## src/rtl/rr_grant_sequencer.sv

```systemverilog
// Round-robin grant sequencer for 8 requesters.
// Produces a registered index + valid strobe for a 3-to-8 decoder. Each grant
// is held until done, request drop, or the optional MAX_HOLD limit. The strobe
// always drops for at least one cycle between grants.
module rr_grant_sequencer #(
  parameter int unsigned MAX_HOLD = 16,
  parameter int unsigned HOLD_W   = 5
) (
  input  logic       clk,
  input  logic       reset,
  input  logic [7:0] req,
  input  logic       done,
  output logic [2:0] grant_idx,
  output logic       grant_valid,
  output logic       hold_timeout
);

  typedef enum logic {
    IDLE  = 1'b0,
    GRANT = 1'b1
  } state_t;

  // Terminal hold count; unused when MAX_HOLD is 0.
  localparam logic [HOLD_W-1:0] HOLD_LAST =
    HOLD_W'((MAX_HOLD == 0) ? 0 : (MAX_HOLD - 1));

  state_t            state;
  logic [HOLD_W-1:0] hold_cnt;
  logic [2:0]        last_ptr;

  logic [2:0]        winner;
  logic [2:0]        cand;
  logic              found;
  logic              exit_done;
  logic              exit_drop;
  logic              exit_limit;

  // Rotating priority search: start one past the last owner, last owner scanned last.
  always_comb begin
    winner = '0;
    found  = 1'b0;
    cand   = '0;
    for (int unsigned k = 1; k <= 8; k++) begin
      cand = last_ptr + 3'(k);
      if (!found && req[cand]) begin
        winner = cand;
        found  = 1'b1;
      end
    end
  end

  // Release conditions for the current owner.
  always_comb begin
    exit_done  = done;
    exit_drop  = ~req[grant_idx];
    exit_limit = (MAX_HOLD != 0) && (hold_cnt == HOLD_LAST);
  end

  // Grant state machine with registered outputs.
  always_ff @(posedge clk) begin
    if (reset) begin
      state        <= IDLE;
      grant_idx    <= '0;
      grant_valid  <= 1'b0;
      hold_timeout <= 1'b0;
      hold_cnt     <= '0;
      last_ptr     <= '1;
    end else begin
      hold_timeout <= 1'b0;
      case (state)
        IDLE: begin
          if (found) begin
            grant_idx   <= winner;
            grant_valid <= 1'b1;
            hold_cnt    <= '0;
            state       <= GRANT;
          end
        end
        GRANT: begin
          if (exit_done || exit_drop || exit_limit) begin
            grant_valid  <= 1'b0;
            last_ptr     <= grant_idx;
            state        <= IDLE;
            hold_timeout <= exit_limit && !exit_done && !exit_drop;
          end else if (hold_cnt != '1) begin
            hold_cnt <= hold_cnt + 1'b1;
          end
        end
        default: state <= IDLE;
      endcase
    end
  end

endmodule
```

## config.mk

```make
export PLATFORM = sky130hd
export DESIGN_NAME = rr_grant_sequencer
export DESIGN_NICKNAME = d
export VERILOG_FILES = /design/src/rtl/rr_grant_sequencer.sv
export SDC_FILE = /design/constraint.sdc
export NUM_CORES = 1
export LEC_CHECK = 0
export ABC_AREA = 1
export CORE_ASPECT_RATIO = 1.1
export CORE_MARGIN = 8
export CORE_UTILIZATION = 35
export CTS_CLUSTER_SIZE = 30
export DETAILED_ROUTE_END_ITERATION = 8
export GPL_ROUTABILITY_DRIVEN = 0
export PLACE_DENSITY = 0.57
export RECOVER_POWER = 100
export SLEW_MARGIN = 5
export SYNTH_ARGS = -nofsm -noshare
export SYNTH_HDL_FRONTEND = slang
export SYNTH_SLANG_ARGS = --single-unit
```

## constraint.sdc

```tcl
create_clock -name clk -period 3.3 [get_ports clk]
set_input_delay 0.99 -clock clk [delete_from_list [all_inputs] [get_ports clk]]
set_output_delay 0.99 -clock clk [all_outputs]
set_load 0.02 [all_outputs]
```

Figure 1. Sizing map (run 1).
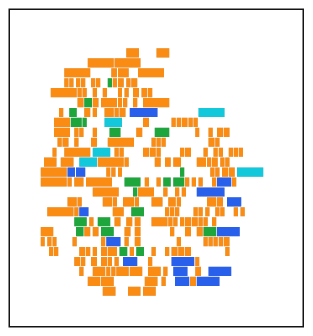
[green] _2 cells | cells: 20 | share: 7.8%
[blue] _3 and _4 cells | cells: 15 | share: 5.9%
[cyan] _6 and larger | cells: 5 | share: 2.0%
[orange] _0 and _1 cells | cells: 215 | share: 84%

Figure 2. Signal wires on met2 (run 1).
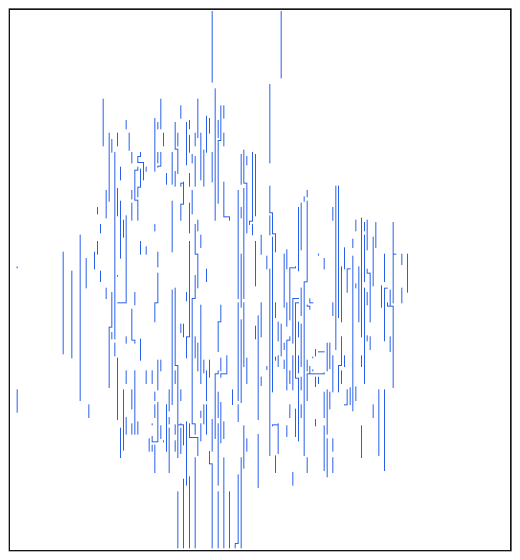
longest straight run: 29.9 um
nets with wire on the layer: 193
share of all routed wire: 46%
wire length on this layer: 1720 um

==> out/notes.md, run 1 <==
The flow ran to the end, and the final reports show no timing, DRC or antenna violations. The layout inverter count without the clock tree is 26, and the number of vias per cell is 4.85. The fraction of standard cell area that is sequential was 0.157; the routed length per placed instance was 12.0 um. Per the synth log, the flip-flop and latch total comes to 14. The number of sequential cells is 14, and the peak per-stage delay on the critical path is 0.59 ns.

Counting flops with a built-in enable in the synthesized netlist gives 0. The sequential share of power is 0.198, and the mean instance size in the synthesized netlist is 6.63 sq um. The async set-reset flop share out of synthesis was 0; the leakage power total was 0.887 nW. The number of nets handed over by synthesis was 255. The proportion of power drawn by the clock network was 0.099; the number of sinks driven by the clock tree was 14. The type of the setup path with the least slack was in2reg. With the fraction of layout cells with a size suffix above 1 at 0.157, the floorplan utilization is 0.367. At the worst endpoint, the arrival time is 3.04 ns.

The startpoint identified for the worst hold timing path is grant_valid. The tools report the largest buffer count on any clock path as 2. Main kind of combinational logic by area: simple AND/OR/NAND/NOR gates. The count of plain and timing-repair buffers in the layout is 18. Looking at the area split, the leading class of cells is combinational gates.

The repair_antennas step left the layout with diodes totalling 0. The area added between synthesis and finish was 12.9%. Counting distinct cell types in the post-synthesis netlist gives 34. Total power for the finished layout comes to 1.33 mW.

Before any placement, the netlist area is recorded as 1580 sq um. Looking at the worst setup and hold paths, the clock pins of their registers show a slew of 0.05 ns. Walking the worst path, the cells encountered are dlygate4sd3_1 -> nand2_1 -> nand3_1 -> nand2_1 -> nand2_1 -> nand2_1 -> nand4_4 -> nor2_8 -> nand3_1 -> nand3_1 -> inv_1 -> nand3_1 -> nand2_1.

Based on the critical path, the design can be clocked at up to 344 MHz. After detailed routing, the total wire length is 3710 um. The combinational gate area is 1130 sq um, and the global routing met2 resource utilization is 0.181. Across all setup checks in the final design, the least slack found is 0.390 ns. Placeable core region: 4320 sq um.

The run gives 15 for the number of I/O port buffers. The register area share after synthesis was 0.177; the number of H-tree levels was 1. The fraction of power spent switching nets is 0.538. The tools report the total DRC errors in the routed layout as 0. The class of the tightest hold or removal check is reg2reg. The via count is 1498, and the total cell area reported by yosys after synthesis is 1580 sq um. The layout has 3 clock buffers. For this floorplan the total number of well-tap instances is 54. The initial antenna violation count was 0. The share of the final layout cell area in multi-input gates was 0.632. For this run, the leading register cell type out of synthesis is sky130_fd_sc_hd__dfxtp_1.

Among all stages on the critical path, the largest delay is contributed by sky130_fd_sc_hd__dlygate4sd3_1. Number of nets in the layout: 273. The area fraction in compound gates is 0.0900, and the met3 routing resource usage after global routing is 0.0155.

Startpoint of the worst register-to-register path: last_ptr[0]. The run gives 0.154 as the fraction of met1 tracks used by global routing. Post-CTS timing repair inserted 0 buffers for setup. Share of the cycle needed by the critical path after routing: 0.882.

The tally of max-capacitance violations was 0. The report puts the hold buffer count at CTS at 0. Area share of xor/xnor cells in the synthesized design: 0.0221. Measured along the y axis, the die boundary spans 86.6 um.

STA classifies the critical path endpoint as a flop. Between clock sinks in the finished design, the worst skew comes to 0.00527 ns. The floorplan step defined a die boundary enclosing 6940 sq um. The tools report the cell count listed in synth_stat.txt as 239.

Once the clock tree was built, the resizer swapped 0 gates to a different size. The net switching power in the latest report is 0.715 mW. The cell at the root of the clock tree is sky130_fd_sc_hd__clkbuf_8. TritonCTS built the clock tree.

The power density relative to cell area is 743 nW/um^2, and the OpenROAD warning count is 28. The HPWL after detailed placement is 3040 um. The chip width is 80.1 um. The global route stage reports its total congestion overflow as 0.

According to the timing report, the data required time at the worst endpoint equals 3.43 ns. The via count of the first global-routing pass was 1443. Synthesized instance count: 239. The critical path starts at req[4]. The total CTS buffers was 3. With the insertion delay of the later-clocked pin in the worst-skew pair at 0.24 ns, the post-synthesis simple-gate area fraction is 0.574. The run gives 280 sq um as the flip-flop and latch area.

met2 is the most crowded layer. The maximum vdd ir drop is 0.509 mV. Per the timing report, the biggest fanout along the worst path comes to 7.

Setup repair after global routing left no endpoint under its margin. The logs give 12 for the largest net degree at the start of global routing and 194 for the number of multi-input combinational cells. The post-synthesis share of cell area spent on full adders, half adders and majority gates was 0.0395; the row count was 25. The first global-routing pass estimated 6600 um of wire. By instance count after routing, the leading logic cell types are sky130_fd_sc_hd__nand2_1 (72), sky130_fd_sc_hd__nand3_1 (36), sky130_fd_sc_hd__nor2_1 (25). For the number of slew-limit violations in the final report, the log shows 0. Worst setup slack before clock tree synthesis: 0.337 ns.
Figure 3. Signal wires on met3 (run 1).
Bar = 20 um.
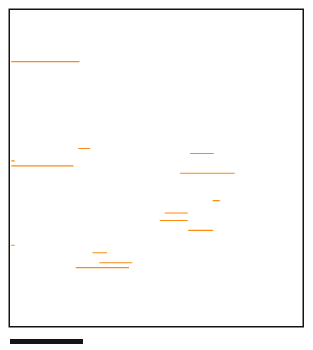
main direction: horizontal
nets with wire on the layer: 12
longest straight run: 18.4 um
wire length on this layer: 109 um

Figure 4. Metal 1 (run 1).
Bar = 20 um. Cells faint in the background.
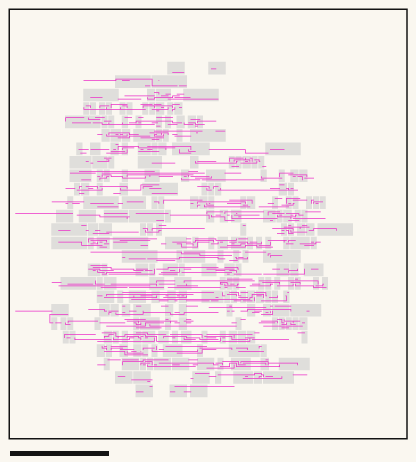
nets with wire on the layer: 252
share of all routed wire: 50%
wire length on this layer: 1850 um

## run 1: power by group through the flow
stage / combinational, mW / clock, mW / sequential, mW
detailed placement: 0.957 / 0 / 0.266
global route: 1.05 / 0.148 / 0.271
CTS: 0.962 / 0.137 / 0.263
global placement: 0.961 / 0 / 0.268
finish: 0.935 / 0.131 / 0.263
floorplan: 0.769 / 0 / 0.265
## run 1: cells by family (layout without fill, tap and decap cells)
logic type | Yosys count | in the layout
flops | 14 | 14
compound gates | 22 | 22
simple gates | 163 | 163
fa+ha+maj | 5 | 5
xor+xnor | 4 | 4
buf+inv | 31 | 47
## run 1: synthesized netlist by cell type, drive strengths merged, types with 2 or more instances
cell    instances  area share
nand2          82        0.24
nand3          45        0.20
nor2           27       0.085
inv            25       0.061
dfxtp          14        0.18
o21ai           9       0.028
a21oi           6       0.026
buf             5       0.034
ha              5       0.039
nand4           3       0.031
o211ai          3       0.014
xor2            3       0.017
nand3b          2       0.012
o21a            2      0.0095
or2             2      0.0079
## run 1: through the flow
step | area [sq um] | cells
after floorplan | 1580 | 239
after global placement | 1770 | 306
after detailed placement | 1770 | 306
after CTS | 1810 | 309
after global routing | 1790 | 309
final | 1790 | 309
## run 1: sequential cells by signal, summed over array words and instances (netlist names)
signal	count
grant_idx	3
hold_cnt	5
last_ptr	3
state	1
hold_timeout	1
grant_valid	1
## run 1: worst paths after layout
path	end	slack (ns)	depth (start not counted)
max	grant_idx[0]	0.39	13
min	grant_valid	0.46	2
max reg2reg	grant_idx[0]	0.75	14
min reg2reg	grant_valid	0.46	2
## run 1: layer usage
| layer | routed length, um | part of all wire |
|---|---|---|
| met1 | 1850 | 0.50 |
| met2 | 1720 | 0.46 |
| met3 | 108 | 0.029 |
| met4 | 36 | 0.0097 |
| met5 | 0 | 0 |
==> run 2, diff against run 1 <==
--- a/config.mk
+++ b/config.mk
@@ -12,6 +12,7 @@
 export CTS_CLUSTER_SIZE = 30
 export DETAILED_ROUTE_END_ITERATION = 8
 export GPL_ROUTABILITY_DRIVEN = 0
+export GPL_TIMING_DRIVEN = 0
 export PLACE_DENSITY = 0.57
 export RECOVER_POWER = 100
 export SLEW_MARGIN = 5
==> constraint.sdc (replaced) <==
create_clock -name clk -period 2.8 [get_ports clk]
set_input_delay 0.84 -clock clk [delete_from_list [all_inputs] [get_ports clk]]
set_output_delay 0.84 -clock clk [all_outputs]
set_load 0.02 [all_outputs]
Figure 5. Signal wires on met3 (run 2).
Bar = 20 um.
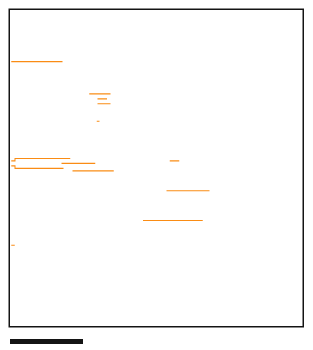
wire length on this layer: 107 um
nets with wire on the layer: 11
share of all routed wire: 2.9%
main direction: horizontal

==> run 2 against run 1 <==
Effect of this change: largest power group unchanged; routed wire length shrank 0.51%; largest cell class unchanged; total power grew 22%; cell count grew 0.97%; highest routed layer unchanged; sequential power grew 11%; core utilization grew 1.5 points; global-route usage shrank 0.48 points; clock power grew 23%; die area is the same.
==> out/notes.md, run 2 <==
Count of cells along the worst register-to-register path: 17 (+3). The number of I/O port buffers is 15 (unchanged), and the pin slew with the least headroom to its limit is 0.356 ns. The total CTS buffers was 3 (unchanged); the total cell area reported by yosys after synthesis was 1580 sq um (unchanged). The time the worst path needs with I/O delays and setup works out to 2.63 ns. Family of cells with the greatest summed delay on the critical path: simple AND/OR/NAND/NOR gates. The via count of the first global-routing pass came out at 1419 (-1.7%). The post-route non-filler standard cell count was 312 (+0.97%).

The tools report the number of DRC violations after detailed-routing iteration 0 as 69. Main kind of combinational logic by area: simple AND/OR/NAND/NOR gates. First-pass GRT wire length: 6260 um (-5.2%).

The total DRC errors in the routed layout came out at 0 (unchanged). The end of the worst hold path was grant_valid. STA classifies the critical path startpoint as an input pin. The share of the synthesized area in the top cell type is 0.177 (unchanged).

hold_cnt holds more flip-flops than any other register. Worst min-delay path startpoint: grant_valid. Counting endpoints that fail hold in the final report gives 0.

The final design utilization is 0.429. The portion of netlist area occupied by mux cells was 0; the routed length per placed instance was 11.8 um (-1.5%). The tools report the antenna diode count as 0 (unchanged).

The worst setup path is of the in2reg kind. The run gives 0 (unchanged) for the cts-stage hold buffer count. The cell that appears most often on the critical path is sky130_fd_sc_hd__nand2_1.

The number of synthesized flops with an enable pin came out at 0 (unchanged). The tools report the critical register-to-register path endpoint as grant_idx[2]. The global route total overflow was 0 (unchanged). The class of the tightest hold or removal check is reg2reg. The total die size is 6940 sq um (unchanged), and the placeable core region is 4320 sq um (unchanged). The number of slew-limit violations in the final report is 0 (unchanged), and the area added between synthesis and finish is 17.0%. The maximum vdd ir drop is 0.560 mV (+10%), and the buffer and inverter count on the worst path is 2. Required time at the worst-slack endpoint: 2.93 ns (-0.50 ns).

The run gives 25 (unchanged) for the row count. STA classifies the critical path endpoint as a flop. The run gives 380 MHz for the highest achievable clock rate. With the share of the cycle needed by the critical path after routing at 0.939, the area share of xor/xnor cells in the synthesized design is 0.0221 (unchanged). The register bit total from synthesis was 14 (unchanged). Per the synth stats, the flop cell with the highest instance count is sky130_fd_sc_hd__dfxtp_1. The synthesized netlist net count was 255 (unchanged); the number of H-tree levels was 1 (unchanged). In the layout the commonest cells are sky130_fd_sc_hd__nand2_1 (69), sky130_fd_sc_hd__nand3_1 (35), sky130_fd_sc_hd__nor2_1 (24).

The run gives 0.574 (unchanged) for the post-synthesis simple-gate area fraction. The run gives 0.0395 (unchanged) for the post-synthesis share of cell area spent on full adders, half adders and majority gates. The post-CTS setup buffer count came out at 0 (unchanged). The cell sitting at the root of the clock tree is a sky130_fd_sc_hd__clkbuf_8. The critical path goes through clkdlybuf4s50_1 -> nand2_1 -> nand3_1 -> nand2_1 -> nand2_1 -> nand2_2 -> nand4_4 -> nor2_8 -> nand3_2 -> nand3_1 -> inv_1 -> nand3_1 -> nand2_1. The cell count listed in synth_stat.txt was 239 (unchanged); the power density relative to cell area was 877 nW/um^2 (+18%). The layer flagged by global routing as most heavily used is met2. The peak per-stage delay on the critical path is 0.50 ns (-0.09 ns), and the mean instance size in the synthesized netlist is 6.63 sq um (unchanged). Total instance count after detailed placement: 308 (+0.65%).

The via count came out at 1501 (+0.20%). According to the timing report, the critical path is launched from req[6]. The number of vias per cell came out at 4.81 (-0.76%).

The run finished with clean final reports. The OpenROAD warning count is 28 (unchanged). The count of nets left with antenna violations after detail routing was 0; the leakage power total was 0.910 nW (+2.6%).

The run gives 0.110 for the total global-route track usage. The run gives 239 (unchanged) as the synthesized instance count. Cell type with the largest total area after synthesis: sky130_fd_sc_hd__dfxtp_1. The registers reported with the highest flop counts are hold_cnt: 5 flops, grant_idx: 3 flops, last_ptr: 3 flops. The logs give 0.763 for the max-slew headroom at the worst pin and 11 (-1) for the largest net degree at the start of global routing. The largest clock skew in the final design is 0.00333 ns (-0.00194 ns). Counting instances in the post-synthesis netlist gives the leading cell types as sky130_fd_sc_hd__nand2_1 (70), sky130_fd_sc_hd__nand3_1 (34), sky130_fd_sc_hd__nor2_1 (25), sky130_fd_sc_hd__inv_1 (20), sky130_fd_sc_hd__dfxtp_1 (14).

The most common logic cell in the final layout is sky130_fd_sc_hd__nand2_1. The timing report shows that the slowest cell on the worst path is sky130_fd_sc_hd__clkdlybuf4s50_1. TritonCTS built the clock tree. The instance count along the most critical hold path is 2 (unchanged). The async set-reset flop share out of synthesis is 0 (unchanged), and the fraction of layout cells with a size suffix above 1 is 0.190 (+0.0331). The tally of max-capacitance violations is 0 (unchanged), and the insertion delay of the later-clocked pin in the worst-skew pair is 0.24 ns (about the same).

Per the finish-stage timing summary, setup violations number 0. The leading cell type by number of instances after synthesis was sky130_fd_sc_hd__nand2_1. The final layout report lists a filler cell count of 472. Number of warnings reported in the yosys synthesis log: 0.

With the die height at 86.6 um (unchanged), the detailed placement HPWL is 3100 um (+2.1%). For the fraction of met1 tracks used by global routing, the log shows 0.141 (-0.0131). For reference, the top cells by area after synthesis are sky130_fd_sc_hd__dfxtp_1 (18%), sky130_fd_sc_hd__nand2_1 (17%), sky130_fd_sc_hd__nand3_1 (11%). The run gives 2.76 ns (-0.28 ns) as the arrival time of the worst setup path. The floorplan report gives the top-level pin count as 16.

The maximum fanout along the worst path works out to 7 (unchanged). The run gives 34 (unchanged) as the distinct cell type count after synthesis. The flip-flop count of the largest register after layout is 5 (unchanged), and the chip width is 80.1 um (unchanged).

The number of nets in the layout was 276 (+1.1%); the post-CTS clock slew at the launch and capture registers of the worst setup and hold paths was 0.06 ns (about the same). The global routing met2 resource utilization is 0.178 (-0.00294). The tools report the post-route worst hold slack as 0.466 ns. With the worst-case register-to-register setup slack at 0.21 ns (-0.54 ns), the number of cells upsized or downsized after cts is 0 (unchanged).

The number of detailed-routing iterations run before antenna repair was 4. Initial antenna violation count: 0 (unchanged). The number of sinks driven by the clock tree is 14 (unchanged), and the floorplan utilization is 0.367 (unchanged). The tools report the met3 routing resource usage after global routing as 0.0207 (+0.00518). In this run the critical register-to-register path is launched from last_ptr[0]. For the combined area of all synthesized cells, the log shows 1580 sq um (unchanged). For the largest buffer count on any clock path, the log shows 2 (unchanged). Setup repair after global routing left no endpoint under its margin. The area fraction in compound gates was 0.0900 (unchanged); the overall routed net length was 3690 um (-0.51%). For the register area share after synthesis, the log shows 0.177 (unchanged).
[run 2: routing by layer]
| metal | share of wire | vias up |
|---|---|---|
| li1 | - | 816 |
| met1 | 0.49 | 662 |
| met2 | 0.47 | 19 |
| met3 | 0.029 | 4 |
| met4 | 0.011 | 0 |
| met5 | 0 | - |
[run 2: power breakdown]
part / switching, mW / leakage, nW / total, mW / internal, mW
combinational: 0.745 / 0.773 / 1.17 / 0.428
clock: 0.0657 / 0.0216 / 0.161 / 0.0950
sequential: 0.0479 / 0.115 / 0.292 / 0.244
[run 2: final cells by class]
type	instances	area, sq um	area share
tap	54	67.6	0.0365
buffer	5	53.8	0.0290
clock buffer	3	41.3	0.0223
inverter	26	103	0.0554
sequential	14	280	0.151
multi-input combinational	194	1150	0.621
timing repair buffer	16	158	0.0851
[run 2: cell families (layout without fill, tap and decap cells)]
kind of cell | after synthesis | after routing
AOI/OAI and AO/OA | 22 | 22
and+or+nand+nor | 163 | 163
xor gates and xnor gates | 4 | 4
buffers and inverters | 31 | 50
DFF | 14 | 14
adders and majority gates | 5 | 5
[run 2: how the worst max path moves through the flow]
stage / end / slack, ns / depth (start not counted)
floorplan: hold_cnt[0] / 0.47 / 17
global placement: hold_cnt[4] / -0.14 / 14
detailed placement: hold_cnt[0] / -0.13 / 14
CTS: hold_cnt[1] / 0.12 / 14
global route: hold_cnt[4] / 0.006 / 16
finish: grant_idx[2] / 0.17 / 13
[run 2: through the flow]
step	instance area (sq um)	setup TNS (ns)	total power, mW	worst slack, ns
2_1_floorplan	1580	0	1.22	0.475
3_3_place_gp	1800	-0.629	1.46	-0.144
3_5_place_dp	1800	-0.575	1.46	-0.129
4_1_cts	1840	0	1.63	0.121
5_1_grt	1850	0	1.78	0.00561
6_report	1850	0	1.63	0.170
No activity file was given, so power comes from the tool's default toggle rates.
